Figure 1. I/O pins on the die edge (run 1).
Pins as bars across the die edge, other pins in gray.
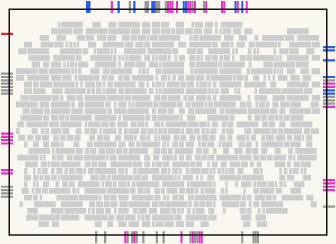
Figure 2. Sequential cells colored by netlist name (run 1).
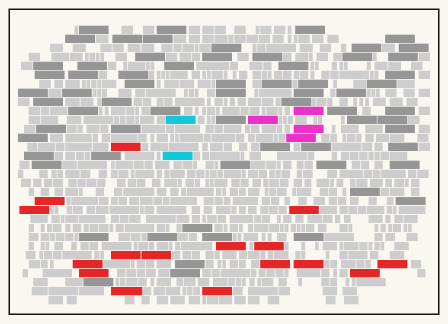
Figure 3. Routed metal, one color a layer (run 1).
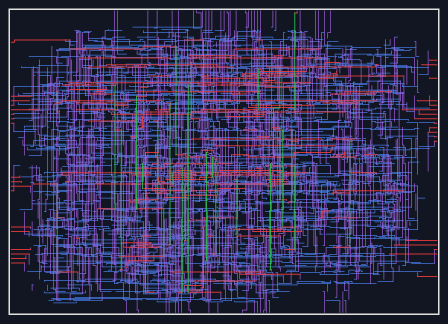
Figure 4. Selected gate families (run 1).
Scale bar: 50 um.
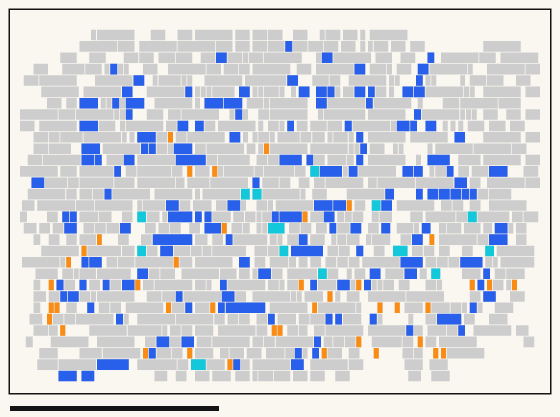
==> config.mk <==
export PLATFORM = sky130hd
export DESIGN_NAME = seq_divider
export DESIGN_NICKNAME = d
export VERILOG_FILES = /design/src/rtl/seq_divider.sv
export SDC_FILE = /design/constraint.sdc
export NUM_CORES = 1
export LEC_CHECK = 0
export CAP_MARGIN = 30
export CORE_ASPECT_RATIO = 0.7
export CORE_MARGIN = 2
export CORE_UTILIZATION = 49
export CTS_CLUSTER_SIZE = 24
export DETAILED_ROUTE_END_ITERATION = 10
export PLACE_DENSITY_LB_ADDON = 0.3
export SLEW_MARGIN = 20
export SYNTH_ARGS = -nofsm -noshare
export SYNTH_HDL_FRONTEND = slang
export SYNTH_SLANG_ARGS = --single-unit
==> constraint.sdc <==
create_clock -name clk -period 2.6 [get_ports clk]
set_input_delay 0.52 -clock clk [delete_from_list [all_inputs] [get_ports clk]]
set_output_delay 0.52 -clock clk [all_outputs]
set_load 0.02 [all_outputs]
==> GITHUB_STEP_SUMMARY, run 1 <==
## PnR job results

| Metric | Value |
|---|---|
| Status | finished, violations left |
| Violations in the final reports | negative setup slack |
| Antenna violations before repair | 1 |
| Remaining Overflow, GRT | 0 |
| Worst slew margin relative to its limit | 49.4% |
| H-tree depth reported by CTS | 3 |
| Final setup TNS | -2270 ps |
| Synthesized chip area reported by yosys | 0.00538 mm^2 |
| VDD IR-drop max | 507 uV |
| Number of global-route vias before repair | between 5k and 6k |
| Net count, final | 878 |
| Worst path max stage delay | ~390 ps |
| Starting Density | 51.2% |
| Fraction of the cycle the final worst path needs | 107% |
| Floorplan core area | 0.0105 mm^2 |
| Hold Violations, Final | 0 |
| Largest clock skew in the final design | 5.14 ps |
| TritonCTS Buffers | 9 |
| Top-area cell share | 40.9% |
| TritonRoute pass-1 iters | 9 |
| Diodes inserted | 0 |
| CP Capture Type | register |
| Top flip-flop cell by instance count after synthesis | dfrtp_1 |
| Leakage power | 3.88 nW |
| Count of final setup violators | 27 |
| Clock transition at the registers of the reported paths | 70 ps |
| Post-layout instance area | 0.00842 mm^2 |
| Total stage count of the critical path | 11 |
| Count of buffering cells on the critical path with inverters included | 3 |
| Number of cells after detailed placement | 910 |
| Seq share, synth | 40.9% |
| Kind of launch point of the worst setup path | register |
| Share of layout cells above drive strength 1 | 36.1% |
| PnR worst setup slack | -193 ps |
| Post-synth regs | 88 |
| Routability Congestion | 0.963 |
| Ordered list of cells on the worst path | inv_1 -> ha_4 -> buf_4 -> nor3_2 -> and4b_1 -> a21boi_2 -> nor4_2 -> buf_4 -> mux2i_4 -> a211oi_2 -> mux2_4 |
| Number of warning messages in the yosys log | 0 |
| Number of vias per cell after detailed routing | 6.13 |
| Post-DP HPWL | 12500 um |
| CTS Hold Buffers Added | 0 |
| Largest cells by area after synthesis | dfrtp_1 41%, ha_1 7.7%, mux2_2 7.1% |
| Area overhead of the layout relative to synthesis | 56.4% |
| Max Transition Viols Final | 0 |
| Worst setup path class | register to register |
| Worst path arrival time | 3040 ps |
| Maximum fanout along the worst path | 4 |
About Figure 1:
Key: `Dividend` = magenta [pins 32, direction input, edge 13 top, 7 right, 6 left, 6 bottom]; `Quotient` = blue [pins 16, direction output, edge 10 top, 6 right]; `clk` = red [pins 1, direction input, edge left]
All pins by edge: 31 top, 21 bottom, 18 right, 18 left.
Die H: 91.7 um
count of input and output buffers: 87
die width: 129 um

About Figure 2:
Key: `d_q` = red [sequential cells 16]; `cnt_q` = magenta [sequential cells 4]; `state_q` = cyan [sequential cells 2]
Another 66 sequential cells are not colored.
flip-flop and latch share of the layout cell area: 26.2%
Seq. cell area: 0.00220 mm^2
sequential power: 1.78 mW

About Figure 3:
Key: met2 = purple [wire length 9350 um]; met1 = blue [wire length 8260 um]; met4 = green [wire length 808 um]; met3 = red [wire length 1850 um]
Routed Wire Length: 20300 um
DR vias: 5790
overall routing resource usage: 31.2%

About Figure 4:
Key: AND and OR gates = cyan [cells 14, most used and3_1]; inverting AOI/OAI gates = blue [cells 150, most used o21ai_0]; inverters = orange [cells 41, most used inv_1]
logic gate fraction of the total cell area: 42.0%
Finished Layout Cells: 945
highest-count logic cell in the final layout: buf_4

[run 1: kinds of logic after synthesis]
| logic type | count (synthesis) | share of synthesized area [%] |
|---|---|---|
| mux | 44 | 9.00 |
| xor+xnor | 8 | 1.30 |
| simple gates | 159 | 13.2 |
| compound gates | 182 | 22.0 |
| fa+ha+maj | 34 | 8.05 |
| flops | 88 | 40.9 |
| buf+inv | 76 | 5.49 |
[run 1: report_power, final]
part | switching [mW] | internal (mW)
Sequential | 0.172 | 1.60
Clock | 0.605 | 0.661
Combinational | 1.92 | 2.01
[run 1: cell usage after synthesis (5+ instances only)]
| cell type | count |
|---|---|
| a211oi_1 | 15 |
| xnor2_1 | 5 |
| nor4_1 | 7 |
| a21o_1 | 19 |
| a21oi_1 | 40 |
| nand4_1 | 6 |
| ha_1 | 33 |
| nor2_1 | 63 |
| buf_1 | 5 |
| o21ai_0 | 42 |
| nand2_1 | 48 |
| o211ai_1 | 7 |
| nand2b_1 | 5 |
| nand3_1 | 8 |
| nor3_1 | 5 |
| inv_1 | 41 |
| a22oi_1 | 18 |
| mux2_2 | 34 |
| mux2i_1 | 9 |
| clkbuf_1 | 26 |
| a31oi_1 | 7 |
| dfrtp_1 | 88 |
[run 1: metal layers]
| metal | part of all wire [%] | GRT usage [%] | routed length, um | vias to the layer above |
|---|---|---|---|---|
| met4 | 4.0 | 11.8 | 807 | 0 |
| met5 | 0 | 0 | 0 | - |
| met3 | 9.1 | 7.12 | 1850 | 72 |
| met2 | 46 | 47.3 | 9350 | 344 |
| met1 | 41 | 43.7 | 8260 | 2843 |
| li1 | - | - | - | 2531 |
[run 1: what timing repair did]
action | CTS | global route
resized | 72 | 100
buffers inserted | 4 | 11
endpoints found under the setup margin | 46 | 43
pin swaps | 19 | 38
gates cloned | 2 | 2
[run 1: area by class of cell]
| type | count | area, um^2 |
|---|---|---|
| Clock inverter | 6 | 51.3 |
| Sequential cell | 88 | 2200 |
| Timing Repair Buffer | 225 | 2060 |
| Clock buffer | 10 | 229 |
| Fill cell | 629 | 2100 |
| Tap cell | 148 | 185 |
| Multi-Input combinational cell | 427 | 3530 |
| Inverter | 41 | 154 |
[run 1: per-stage QoR]
step                      worst slack (ps)  power (mW)
after floorplan                       21.9        3.25
after global routing                  -349        7.22
after global placement                -691        4.51
final                                 -193        6.97
after detailed placement              -780        4.59
after CTS                            -76.0        6.15
==> run 2: changes to the inputs <==
--- a/config.mk
+++ b/config.mk
@@ -11,7 +11,7 @@
 export CORE_UTILIZATION = 49
 export CTS_CLUSTER_SIZE = 24
 export DETAILED_ROUTE_END_ITERATION = 10
-export PLACE_DENSITY_LB_ADDON = 0.3
+export PLACE_DENSITY = 0.8
 export SLEW_MARGIN = 20
 export SYNTH_ARGS = -nofsm -noshare
 export SYNTH_HDL_FRONTEND = slang
==> GITHUB_STEP_SUMMARY, run 2 <==
## PnR job results

| Metric | Value |
|---|---|
| Number of global-route vias before repair | 5987 |
| Status | finished, violations left |
| Routed Wire Length | roughly 22000 um |
| Footprint of the multi-input gates | 0.00358 mm^2 |
| TritonCTS Buffers | 9 |
| Floorplan core area | 0.0105 mm^2 |
| Layout fillers | between 600 and 700 |
| PnR worst setup slack | -156 ps |
| Antenna violations before repair | 0 |
| Total design power | 7.13 mW |
| Leakage power | 3.94 nW |
| Count of final setup violators | 26 |
| Cell types with the highest counts after synthesis | 88 x dfrtp_1, 63 x nor2_1, 48 x nand2_1 |
| Most used standard cell by instance count after synthesis | dfrtp_1 |
| Die H | approximately 92 um |
| Post-DP HPWL | about 13000 um |
| Violations in the final reports | negative setup slack |
| H-tree depth reported by CTS | 3 |
| Top-area cell share | roughly two fifths |
| Diodes inserted | 0 |
| Number of cells after detailed placement | a little over 900 |
| Seq share, synth | 40.9% |
| Worst slew margin relative to its limit | between 50% and 60% |
| Final setup TNS | -992 ps |
| Hold Violations, Final | 0 |
| TritonRoute pass-1 iters | 7 |
run 2: what timing repair did:
action,CTS,global route
hold buffers,0,0
gates resized,103,87
pin swaps,22,20
cloned,3,0
buffers inserted,18,8
setup endpoints to repair,47,44
run 2: power by group:
| part | switching [mW] | internal (mW) |
|---|---|---|
| logic | 1.97 | 2.01 |
| registers | 0.187 | 1.60 |
| clock network | 0.604 | 0.754 |
| total | 2.76 | 4.36 |
run 2: logic make-up after synthesis:
logic type | Yosys count | share of synthesized area, %
XOR/XNOR | 8 | 1.30
AND-OR/OR-AND | 182 | 22.0
multiplexers | 44 | 9.00
flip-flops | 88 | 40.9
buffers and inverters | 76 | 5.49
adder cells (fa/ha/maj) | 34 | 8.05
AND/OR/NAND/NOR | 159 | 13.2
run 2: routing by layer:
metal	up-vias	track usage (%)	wire, um
li1	2551	-	-
met4	0	14.9	1180
met1	2911	43.3	8210
met2	444	54.8	10100
met3	123	9.98	2220
met5	-	0	0
run 2: stage by stage:
| step | worst slack, ps | instance area, um^2 |
|---|---|---|
| detailed placement | -750 | 7220 |
| global route | -200 | 8530 |
| global placement | -648 | 7220 |
| floorplan | 21.9 | 5380 |
| CTS | -74.8 | 8140 |
| finish | -156 | 8530 |
run 2: area by class of cell:
class | count | share of cell area [%]
Clock buffer | 9 | 2.64
Clock inverter | 7 | 0.895
Inverter | 41 | 1.86
Multi-Input combinational cell | 427 | 42.0
Sequential cell | 88 | 25.8
Tap cell | 148 | 2.17
Timing Repair Buffer | 233 | 24.7
run 2: critical path: stages, from the launching register on:
cell	delay, ps
dfrtp_1	430
ha_4	190
fa_2	370
nor2b_4	120
o211ai_1	100
buf_4	170
a31oi_4	210
nor2_4	90
or4_4	550
a311oi_2	280
mux2_4	190
Figure 5. The clock network (run 2).
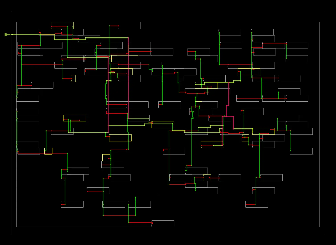
Clock Buffer Count: 9
Clock Sink Count: 88
clk_lat worst skew: 350 ps

Power and IR drop assume default switching activity.
